**config.mk**
```make
export PLATFORM = sky130hd
export DESIGN_NAME = pipe_stage_reg
export DESIGN_NICKNAME = d
export VERILOG_FILES = /design/src/rtl/pipe_pkg.sv /design/src/rtl/pipe_slot.sv /design/src/rtl/pipe_stage_reg.sv
export SDC_FILE = /design/constraint.sdc
export NUM_CORES = 1
export LEC_CHECK = 0
export CORE_UTILIZATION = 50
export CTS_BUF_LIST = sky130_fd_sc_hd__clkbuf_8
export DETAILED_ROUTE_END_ITERATION = 7
export HOLD_SLACK_MARGIN = 0.08
export PLACE_DENSITY = 0.79
export SYNTH_ARGS = -nofsm -noshare
export SYNTH_HDL_FRONTEND = slang
export SYNTH_HIERARCHICAL = 1
export SYNTH_SLANG_ARGS = --single-unit
```
**constraint.sdc**
```tcl
create_clock -name clk -period 2.2 [get_ports clk]
set_input_delay 0.44 -clock clk [delete_from_list [all_inputs] [get_ports clk]]
set_output_delay 0.44 -clock clk [all_outputs]
set_load 0.01 [all_outputs]
```
**src/rtl/pipe_pkg.sv**
```systemverilog
// Shared definitions for the inter-stage pipeline register.
//  - default width constants for the stage payload
//  - bit positions of the control fields inside the ctrl vector
//  - packed control struct (MSB first, matches the bit positions below)
//  - slot-occupancy state encoding used by the stage FSM
package pipe_pkg;

  localparam int unsigned DefCtrlW  = 9;
  localparam int unsigned DefDataW  = 32;
  localparam int unsigned DefNumData = 4;
  localparam int unsigned DefRegW   = 5;
  localparam int unsigned DefNumReg = 3;

  localparam int unsigned CTRL_ALU_OP_LSB = 0;
  localparam int unsigned CTRL_ALU_OP_W   = 3;
  localparam int unsigned CTRL_REG_DST    = 3;
  localparam int unsigned CTRL_ALU_SRC    = 4;
  localparam int unsigned CTRL_MEM_READ   = 5;
  localparam int unsigned CTRL_MEM_WRITE  = 6;
  localparam int unsigned CTRL_REG_WRITE  = 7;
  localparam int unsigned CTRL_MEM_TO_REG = 8;

  typedef struct packed {
    logic       mem_to_reg;
    logic       reg_write;
    logic       mem_write;
    logic       mem_read;
    logic       alu_src;
    logic       reg_dst;
    logic [2:0] alu_op;
  } ctrl_t;

  // Which slots hold a live entry: none, main only, main plus skid.
  typedef enum logic [1:0] {
    StEmpty = 2'd0,
    StOne   = 2'd1,
    StTwo   = 2'd2
  } slot_state_e;

endpackage

```
**src/rtl/pipe_slot.sv**
```systemverilog
// One storage slot of the pipeline register: a valid bit, a control field and a payload.
//  clk_i    clock, rising edge
//  rst_ni   asynchronous reset, active-low; clears valid, ctrl and payload
//  flush_i  clear valid and zero the stored ctrl (payload kept)
//  load_i   capture ctrl_i/pay_i and set valid
//  drop_i   clear valid only (entry issued, nothing replaces it)
//  ctrl_i   control bits to capture
//  pay_i    payload to capture
//  valid_o  slot holds a live entry
//  ctrl_o   stored control bits
//  pay_o    stored payload
module pipe_slot #(
  parameter int unsigned CtrlW = 9,
  parameter int unsigned PayW  = 143
) (
  input  logic             clk_i,
  input  logic             rst_ni,
  input  logic             flush_i,
  input  logic             load_i,
  input  logic             drop_i,
  input  logic [CtrlW-1:0] ctrl_i,
  input  logic [PayW-1:0]  pay_i,
  output logic             valid_o,
  output logic [CtrlW-1:0] ctrl_o,
  output logic [PayW-1:0]  pay_o
);

  logic             valid_d, valid_q;
  logic [CtrlW-1:0] ctrl_d, ctrl_q;
  logic [PayW-1:0]  pay_d, pay_q;

  always_comb begin
    valid_d = valid_q;
    ctrl_d  = ctrl_q;
    pay_d   = pay_q;
    if (flush_i) begin
      valid_d = 1'b0;
      ctrl_d  = '0;
    end else if (load_i) begin
      valid_d = 1'b1;
      ctrl_d  = ctrl_i;
      pay_d   = pay_i;
    end else if (drop_i) begin
      valid_d = 1'b0;
    end
  end

  always_ff @(posedge clk_i or negedge rst_ni) begin
    if (!rst_ni) begin
      valid_q <= 1'b0;
      ctrl_q  <= '0;
      pay_q   <= '0;
    end else begin
      valid_q <= valid_d;
      ctrl_q  <= ctrl_d;
      pay_q   <= pay_d;
    end
  end

  assign valid_o = valid_q;
  assign ctrl_o  = ctrl_q;
  assign pay_o   = pay_q;

endmodule

```
**src/rtl/pipe_stage_reg.sv**
```systemverilog
// Parametrised inter-stage pipeline register with valid/ready handshake, flush and an
// optional one-entry skid slot.
//  clk, rst (async, active-low), flush (synchronous, drops all entries)
//  in_valid/in_ready/in_ctrl/in_data/in_regs       upstream side
//  out_valid/out_ready/out_ctrl/out_data/out_regs  downstream side
// With SKID=1 in_ready comes straight from the skid valid flop; with SKID=0 it is
// combinational from out_valid/out_ready. out_ctrl is zero whenever out_valid is low.
module pipe_stage_reg
  import pipe_pkg::*;
#(
  parameter int unsigned CTRL_W   = DefCtrlW,
  parameter int unsigned DATA_W   = DefDataW,
  parameter int unsigned NUM_DATA = DefNumData,
  parameter int unsigned REG_W    = DefRegW,
  parameter int unsigned NUM_REG  = DefNumReg,
  parameter int unsigned SKID     = 1
) (
  input  logic                       clk,
  input  logic                       rst,
  input  logic                       flush,
  input  logic                       in_valid,
  output logic                       in_ready,
  input  logic [CTRL_W-1:0]          in_ctrl,
  input  logic [NUM_DATA*DATA_W-1:0] in_data,
  input  logic [NUM_REG*REG_W-1:0]   in_regs,
  output logic                       out_valid,
  input  logic                       out_ready,
  output logic [CTRL_W-1:0]          out_ctrl,
  output logic [NUM_DATA*DATA_W-1:0] out_data,
  output logic [NUM_REG*REG_W-1:0]   out_regs
);

  localparam int unsigned DataBits = NUM_DATA * DATA_W;
  localparam int unsigned RegBits  = NUM_REG * REG_W;
  localparam int unsigned PayW     = DataBits + RegBits;
  localparam bit          Skid     = (SKID != 0);

  logic [PayW-1:0]   in_pay, main_pay, skid_pay, main_pay_src;
  logic [CTRL_W-1:0] main_ctrl, skid_ctrl, main_ctrl_src;
  logic              main_valid, skid_valid;
  logic              accept, issue;
  logic              main_load, main_drop, skid_load, skid_drop, from_skid;

  slot_state_e state_d, state_q;

  assign in_pay = {in_regs, in_data};
  assign accept = in_valid & in_ready;
  assign issue  = main_valid & out_ready;

  // Slot-select: decides which slot loads/drops this edge. A skid entry always moves into
  // main before any new input, which keeps ordering intact.
  always_comb begin
    state_d   = state_q;
    main_load = 1'b0;
    main_drop = 1'b0;
    skid_load = 1'b0;
    skid_drop = 1'b0;
    from_skid = 1'b0;
    if (flush) begin
      state_d = StEmpty;
    end else begin
      unique case (state_q)
        StEmpty: begin
          if (accept) begin
            main_load = 1'b1;
            state_d   = StOne;
          end
        end
        StOne: begin
          if (issue) begin
            if (accept) begin
              main_load = 1'b1;
            end else begin
              main_drop = 1'b1;
              state_d   = StEmpty;
            end
          end else if (accept && Skid) begin
            skid_load = 1'b1;
            state_d   = StTwo;
          end
        end
        StTwo: begin
          if (issue) begin
            main_load = 1'b1;
            from_skid = 1'b1;
            skid_drop = 1'b1;
            state_d   = StOne;
          end
        end
        default: state_d = StEmpty;
      endcase
    end
  end

  always_ff @(posedge clk or negedge rst) begin
    if (!rst) begin
      state_q <= StEmpty;
    end else begin
      state_q <= state_d;
    end
  end

  assign main_ctrl_src = from_skid ? skid_ctrl : in_ctrl;
  assign main_pay_src  = from_skid ? skid_pay : in_pay;

  pipe_slot #(
    .CtrlW (CTRL_W),
    .PayW  (PayW)
  ) u_main (
    .clk_i   (clk),
    .rst_ni  (rst),
    .flush_i (flush),
    .load_i  (main_load),
    .drop_i  (main_drop),
    .ctrl_i  (main_ctrl_src),
    .pay_i   (main_pay_src),
    .valid_o (main_valid),
    .ctrl_o  (main_ctrl),
    .pay_o   (main_pay)
  );

  if (Skid) begin : g_skid
    pipe_slot #(
      .CtrlW (CTRL_W),
      .PayW  (PayW)
    ) u_skid (
      .clk_i   (clk),
      .rst_ni  (rst),
      .flush_i (flush),
      .load_i  (skid_load),
      .drop_i  (skid_drop),
      .ctrl_i  (in_ctrl),
      .pay_i   (in_pay),
      .valid_o (skid_valid),
      .ctrl_o  (skid_ctrl),
      .pay_o   (skid_pay)
    );
    assign in_ready = ~skid_valid;
  end else begin : g_no_skid
    assign skid_valid = 1'b0;
    assign skid_ctrl  = '0;
    assign skid_pay   = '0;
    assign in_ready   = ~main_valid | out_ready;
  end

  assign out_valid = main_valid;
  // Gate as well as clear-on-flush: a bubble must never carry a write enable downstream.
  assign out_ctrl  = main_valid ? main_ctrl : '0;
  assign out_data  = main_pay[DataBits-1:0];
  assign out_regs  = main_pay[DataBits +: RegBits];

endmodule

```
Run 1, floorplan with the power grid:
Scale bar: 50 microns. Pins as bars on the die edge.
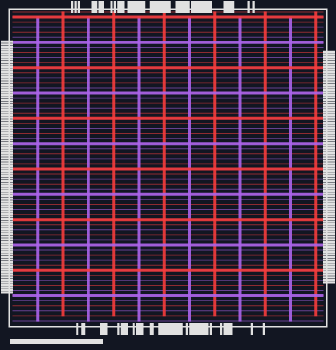
legend:
  VSS:
    colour: purple
  VDD:
    colour: red
met5 straps: 12
met4 straps: 12
die extent in y: 170 microns
maximum vdd drop: 0.653 mV

Run 1, cells coloured by class:
Fill, decap, tap and diode cells in grey.
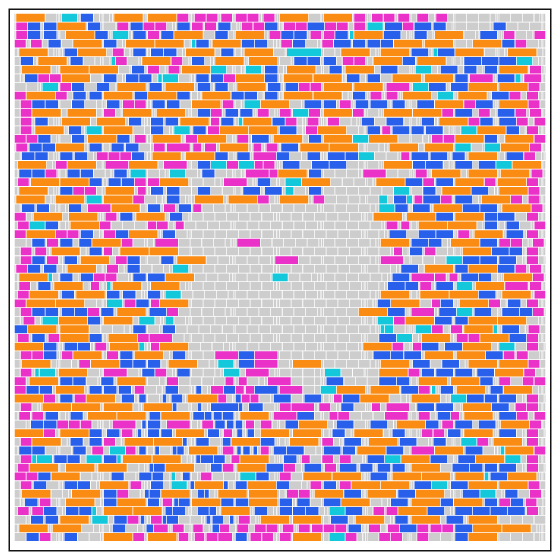
legend:
  flops:
    colour: orange
    cells: 308
    share_of_their_area: 41%
  all other logic:
    colour: blue
    cells: 506
    share_of_their_area: 32%
  clock drivers and dummy loads:
    colour: cyan
    cells: 88
    share_of_their_area: 5.3%
  other buffers and delay cells:
    colour: magenta
    cells: 381
    share_of_their_area: 22%
num rows: 61
final instance area: 19,200 sq um
flop share of the area: 40.2%
Final Util: 69.2%

Run 1, clock distribution:
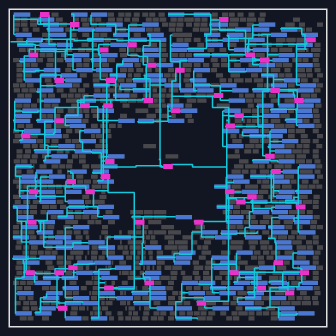
legend:
  clock wires:
    colour: cyan
    length: 3,950 microns
  flip-flops:
    colour: blue
    count: 308
  cells driving clock nets:
    colour: magenta
    count: 51
routed clock nets: 52
Final Skew: 0.0221 ns
clock network power share: 26.7%
worst-skew pair later-pin latency: 0.57 ns

[run 1: synthesized netlist by cell type]
cell type,instances
nand2b_1,2
clkbuf_1,3
nand4b_4,1
nor4b_1,1
inv_1,3
buf_4,2
mux2i_1,19
a21oi_1,3
nor2_1,18
nand3b_1,1
nor3b_1,2
buf_2,24
dfrtp_1,308
buf_6,24
mux2_1,69
a21bo_2,1
a31oi_1,1
nand2_1,1
nor2_8,1
mux2_2,229
or3_1,1
a211oi_1,1
nor2b_1,3
mux2_4,140
and2_1,9
[run 1: state kept, by name, summed over array words and instances, names as in the netlist]
name                   count
u_main/valid_o             1
u_main/pay_o             143
g_skid.u_skid/pay_o      143
u_main/ctrl_o              9
g_skid.u_skid/ctrl_o       9
state_q                    2
g_skid.u_skid/valid_o      1
==> job_summary.md, run 1 <==
## Synthesis and layout report

| Metric | Value |
|---|---|
| Outcome | `finished clean` |
| Int Pwr | `13.5 mW` |
| Non-clk invs | `3` |
| Synth Seq Share | `54.8%` |
| Area fraction in compound gates | `0.276%` |
| Power Combinational | `5.04 mW` |
| First-pass GRT wire length | `50,200 microns` |
| Grt ovf | `0` |
| Hpwl dp | `22,000 microns` |
| # Max-Cap Violations | `0` |
| Largest net degree at the start of global routing | `77` |
| Chip area | `28,800 sq um` |
| Synth cell types | `25` |
| R2R Path End | `g_skid.u_skid/pay_o[43]` |
| Placed inst area | `18,200 sq um` |
| R2r setup slk | `0.13 ns` |
| Critical Path End | `in_ready` |
| Fill count | `1,933` |
| Simple Share, Synth | `1.71%` |
| Gp weighted congestion | `0.777` |
| Comb power frac | `27.6%` |
| Pre-CTS setup slack | `-0.482 ns` |
| Post-cts resize count | `9` |
| Adder share | `0%` |
| YS chip area | `14,100 sq um` |
| Most used routing layer | `met2` |
| Fin crit period | `2.11 ns` |
| Most frequent logic cell in the layout | `dfrtp_1` |
| Nets | `1,405` |
| Largest cell class | `sequential cells` |
| Yosys reg bits | `308` |
| Clock network power | `4.86 mW` |
| Core Util at FP | `50.8%` |
| Multiplexer share | `40.2%` |
| Buffer share of cell area | `21.1%` |
| Crit path largest cell delay | `0.53 ns` |
| Worst-case reg-to-reg path depth | `7` |
| Syn Inst Count | `867` |
| CP max stage cell | `clkdlybuf4s50_1` |
| Sequential Area | `7710 sq um` |
| N_diodes | `0` |
| Clock Sinks | `308` |
| M2 GR Usage | `35.4%` |
| Clk root buf | `clkbuf_8` |
| Mean routed wirelength per cell | `18.9 microns` |
| Clock buf/inv share | `5.19%` |
| DR iter-0 viols | `281` |
| XOR/XNOR Area Share | `0%` |
| Worst Path Required | `1.76 ns` |
| Setup tns final | `0 ns` |
| Final Cycle Share | `96.0%` |
| Leakage power | `8.37 nW` |
| Dominant cell area share | `54.8%` |
| First-pass detailed-route iteration total | `4` |
| Comb area | `5950 sq um` |
| Metal3 WL | `2820 microns` |
| Worst setup margin | `0.0881 ns` |
| Multi-input gates | `503` |
| CTS H-tree lvls | `2` |
| Global Route met3 Usage | `8.00%` |
| Syn nets | `1,024` |
| Top Consumer | `sequential cells` |
| Hold slack | `0.363 ns` |
| FF-to-FF Start | `u_main/valid_o` |
| Sequential power share | `45.7%` |
| Synth warn | `6` |
| Postcts setup bufs | `1` |
| Met1 Track Usage GR | `28.4%` |
| Wl on met1 | `13,300 microns` |
| Worst Tran Pin Value | `0.403 ns` |
| Peak Freq | `0.474 GHz` |
| Most common logic cells in the final layout | `dfrtp_1, clkdlybuf4s50_1, mux2_2` |
| DR top layer | `met4` |
| CP endpoint kind | `primary output` |
| Tool warning count | `26` |
| Initial antenna violation count | `0` |
| Yosys top cell by area | `dfrtp_1` |
| DRC Markers | `0` |
| Switching Power | `4.77 mW` |
| # hold bufs at CTS | `1` |
| Synth top area cells | `dfrtp_1, mux2_2, mux2_4` |
| Cells along the critical path | `buf_4 > inv_1 > clkdlybuf4s50_1` |
| Core Box Area | `27,700 sq um` |
| Min-Delay Path Class | `primary input to asynchronous set/reset pin` |
| Post-DRT Antenna Nets | `0` |
| Worst path top cell family by delay | `buffers and inverters` |
| Critical Path Fanout Max | `3` |
| Comb area leader | `multiplexers` |
| Vias | `8,496` |
| Gr usage total | `22.2%` |
| Buffers, non-clock | `381` |
| Die width | `170 microns` |
| Buf+Inv Stages, Crit Path | `3` |
| TritonCTS clock tree | `built` |
| Placed Instances | `1,571` |
| CLK BUF | `62` |
| Sw frac | `26.2%` |
| Number of cells in Yosys stat | `867` |
| Num CTS Buffers | `51` |
| # Taps | `378` |
| Fin. max-slew vios | `0` |
| Synthesized cell area | `14,100 sq um` |
| RSZ-0062 raised after global routing | `no` |
| Clock buffer depth | `3` |
| Layout cells sized above 1 | `40.4%` |
| Pwr Total | `18.2 mW` |
| Met2 routed WL | `14,700 microns` |
| Startpoint types | `flip-flop` |
| Sequential cell count | `308` |
| Clock slew at reported path FFs | `0.07 ns` |
| Non-filler cells in the finished layout | `1,661` |
| Final setup viols | `0` |
| Final WL | `31,500 microns` |
| Layout area overhead | `36.4%` |
| Seq. pwr | `8.33 mW` |
| Cell Pwr Density | `951 nW/um^2` |
| Syn Area/Cell | `16.2 sq um` |
| Stages on the worst setup path | `3` |
| WS Path Type | `flip-flop to primary output` |
| Logic share of the area | `31.0%` |
| Worst slew margin | `73.1%` |
Run 1, wiring by layer:
Scale bar: 50 microns. Only two layers are drawn.
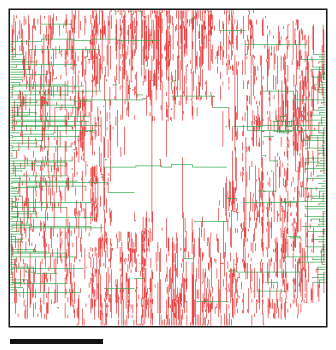

--- run 2 (diff from run 1) ---
--- a/constraint.sdc
+++ b/constraint.sdc
@@ -3,2 +3,2 @@
 set_output_delay 0.44 -clock clk [all_outputs]
-set_load 0.01 [all_outputs]
+set_load 0.02 [all_outputs]
Run 2, wiring by layer:
Scale bar: 50 microns. Only two layers are drawn.
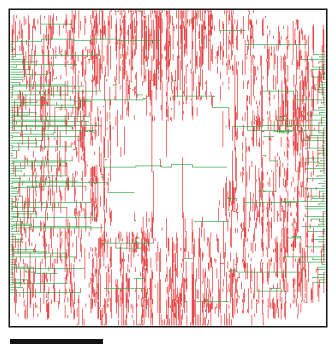
legend:
  met2:
    colour: red
    wire_length: 14,700 microns
  met3:
    colour: green
    wire_length: 2,870 microns
final WL: 31,500 microns
vias: 8,495
mean routed wirelength per cell: 19.0 microns
gr usage total: 22.2%

==> run 2 against run 1 <==
  * Register-to-register slack better by 0.05 ns
  * Via count about the same
  * Critical endpoint is now out_ctrl[5]
  * Critical path type unchanged
  * Clock power hardly changed
  * Synthesized cell count stayed put
  * Largest cell class unchanged
  * Non-clock buffer count down 1
  * Combinational power up 12%
  * Worst setup slack better by 0.0033 ns
  * Sequential share of layout area about the same
  * Highest routed layer unchanged
  * Critical path depth unchanged
  * Routed wire length about the same
  * Count of clock-buffer cells in the layout did not move
  * Power up 3.3%
==> job_summary.md, run 2 <==
## Synthesis and layout report

| Metric | Value |
|---|---|
| Worst Tran Pin Value | `0.404 ns (+0.00129 ns)` |
| Postcts setup bufs | `0 (-1)` |
| CTS H-tree lvls | `2 (unchanged)` |
| Post-DRT Antenna Nets | `0 (unchanged)` |
| Placed inst area | `18,200 sq um (unchanged)` |
| Fin. max-slew vios | `0 (unchanged)` |
| R2r setup slk | `0.18 ns (+0.05 ns)` |
| Chip area | `28,800 sq um (unchanged)` |
| Maximum vdd drop | `0.672 mV (+2.9%)` |
| Num CTS Buffers | `51 (unchanged)` |
| Stages on the worst setup path | `3 (unchanged)` |
| XOR/XNOR Area Share | `0% (unchanged)` |
| Clock buffer depth | `3 (unchanged)` |
| Startpoint types | `flip-flop` |
| Area fraction in compound gates | `0.276% (unchanged)` |
| Worst setup margin | `0.0914 ns (+0.00333 ns)` |
| Leakage power | `8.33 nW (-0.46%)` |
| DR iter-0 viols | `279 (-0.71%)` |
| Critical Path End | `out_ctrl[5]` |
| Largest net degree at the start of global routing | `77 (unchanged)` |
| Post-synth EDFFs | `0 (unchanged)` |
| Syn Area/Cell | `16.2 sq um (unchanged)` |
| CP endpoint kind | `primary output` |
| Placed Instances | `1,571 (unchanged)` |
| Fin crit period | `2.11 ns (-0.00333 ns)` |
| Setup tns final | `0 ns (unchanged)` |
| Multiplexer share | `40.2% (unchanged)` |
| Buf+Inv Stages, Crit Path | `2 (-1)` |
| Core Box Area | `27,700 sq um (unchanged)` |
| Hold slack | `0.363 ns (+0.0000710 ns)` |
| Yosys top cell by area | `dfrtp_1` |
| Layout area overhead | `36.3% (about the same)` |
| Clk root buf | `clkbuf_8` |
| Simple Share, Synth | `1.71% (unchanged)` |
| Yosys reg bits | `308 (unchanged)` |
| Most frequent cell after synthesis | `dfrtp_1` |
| Final setup viols | `0 (unchanged)` |
| Pwr Total | `18.8 mW (+3.3%)` |
| Synth cell types | `25 (unchanged)` |
| Min-Delay Path Class | `primary input to asynchronous set/reset pin` |
| Critical Path Fanout Max | `11 (+8)` |
| TritonCTS clock tree | `built` |
| # hold bufs at CTS | `1 (unchanged)` |
| Grt ovf | `0 (unchanged)` |
| FF-to-FF Start | `state_q[1]` |
| I/O Pins | `311` |
| YS chip area | `14,100 sq um (unchanged)` |
| Adder share | `0% (unchanged)` |
| DRC Markers | `0 (unchanged)` |
| Sw frac | `28.6% (+2.4 points)` |
| Hpwl dp | `22,000 microns (unchanged)` |
| Int Pwr | `13.5 mW (about the same)` |
| Synth top area cells | `dfrtp_1, mux2_2, mux2_4` |
| Synthesized cell area | `14,100 sq um (unchanged)` |
| Sequential power share | `44.2% (-1.5 points)` |
| RSZ-0062 raised after global routing | `no` |
| Worst slew margin | `73.0% (-0.086 points)` |
| Dominant cell area share | `54.8% (unchanged)` |
| Cells along the critical path | `buf_4 > and2_1 > clkdlybuf4s15_1` |
| Power Combinational | `5.65 mW (+12%)` |
| Syn nets | `1,024 (unchanged)` |
| Cell Pwr Density | `983 nW/um^2 (+3.4%)` |
| Most frequent logic cell in the layout | `dfrtp_1` |
| Arrival time at the worst endpoint | `1.67 ns` |
| Post-cts resize count | `13 (+4)` |
| Comb power frac | `30.0% (+2.4 points)` |
| Crit path largest cell delay | `0.45 ns (-0.08 ns)` |
| Pre-CTS setup slack | `-0.482 ns (unchanged)` |
| Async set-or-reset flop fraction in the synthesized netlist | `100% (unchanged)` |
| CP Launch Point | `u_main/valid_o` |
| Non-filler cells in the finished layout | `1,660 (-0.060%)` |
| Num rows | `61 (unchanged)` |
| Final Hold Violation Tally | `0` |
| Layout cells sized above 1 | `40.3% (-0.047 points)` |
| Synth warn | `6 (unchanged)` |
| Number of cells in Yosys stat | `867 (unchanged)` |
| Worst-case reg-to-reg path depth | `7 (unchanged)` |
| Nets | `1,404 (-0.071%)` |
| Die width | `170 microns (unchanged)` |
| Via density | `5.12` |
| Most common logic cells in the final layout | `dfrtp_1, clkdlybuf4s50_1, mux2_2` |
| Most common reg cell | `dfrtp_1` |
| R2R Path End | `u_main/pay_o[50]` |
| Worst-skew pair later-pin latency | `0.57 ns (about the same)` |
| Vias in the first global route | `9,279` |
| Syn Inst Count | `867 (unchanged)` |
| First-pass GRT wire length | `50,200 microns (-0.12%)` |
| Final instance area | `19,200 sq um (about the same)` |
| N_diodes | `0 (unchanged)` |
| Worst Path Required | `1.76 ns (about the same)` |
| Peak Freq | `0.474 GHz (+0.16%)` |
| Gp weighted congestion | `0.777 (unchanged)` |
| Tool warning count | `26 (unchanged)` |
| Worst path top cell family by delay | `buffers and inverters` |
| Final Util | `69.2% (about the same)` |
| Comb area leader | `multiplexers` |
| Clock Sinks | `308 (unchanged)` |
| Core Util at FP | `50.8% (unchanged)` |
| Clock slew at reported path FFs | `0.07 ns (about the same)` |
| # Max-Cap Violations | `0 (unchanged)` |
| Top Consumer | `sequential cells` |
| Die extent in y | `170 microns (unchanged)` |
| Outcome | `finished clean` |
| Seq. pwr | `8.33 mW (about the same)` |
| First-pass detailed-route iteration total | `4 (unchanged)` |
| Synth Seq Share | `54.8% (unchanged)` |
| Top cells by count, synth | `dfrtp_1, mux2_2, mux2_4, mux2_1` |
| Initial antenna violation count | `0 (unchanged)` |
| Port Buf Inserts | `310` |
| CP max stage cell | `dfrtp_2` |
| WS Path Type | `flip-flop to primary output` |
| Switching Power | `5.38 mW (+13%)` |
| Final Cycle Share | `95.8% (-0.15 points)` |
Run 2, clock distribution:
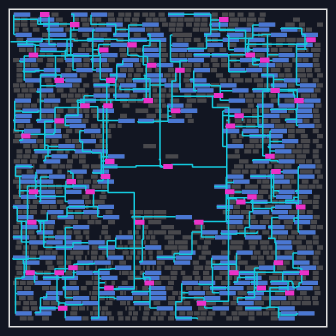
legend:
  clock wires:
    colour: cyan
    length: 3,950 microns
  flip-flops:
    colour: blue
    count: 308
  cells driving clock nets:
    colour: magenta
    count: 51
routed clock nets: 52
clock network power: 4.86 mW
clock network power share: 25.8%
Final Skew: 0.0230 ns

==> run 2: cell count changes in the layout (fill, tap and decap cells not counted) <==
| cell | change |
|---|---|
| buf_6 | -1 |
| dlygate4sd2_1 | +2 |
| dlymetal6s2s_1 | -2 |
| clkdlybuf4s50_1 | -2 |
| clkdlybuf4s15_1 | +2 |
==> run 2: layout make-up <==
class                   count  area, sq um
fillers                  1940         8540
flip-flops and latches    308         7710
multi-input cells         503         5950
repair buffers            380         4030
clock buffers              62          853
well taps                 378          473
clock inverters            26          143
inverters                   3         11.3
==> run 2: per-layer routing <==
layer  vias to the layer above  track usage (%)  share of wire, %
met5                         -                0                 0
met4                         0             6.35               1.9
met3                        48             8.00               9.1
met2                       299             35.3                47
met1                      4287             28.4                42
li1                       3861                -                 -
Power figures rest on the tool's default switching activity, not on a simulated workload.
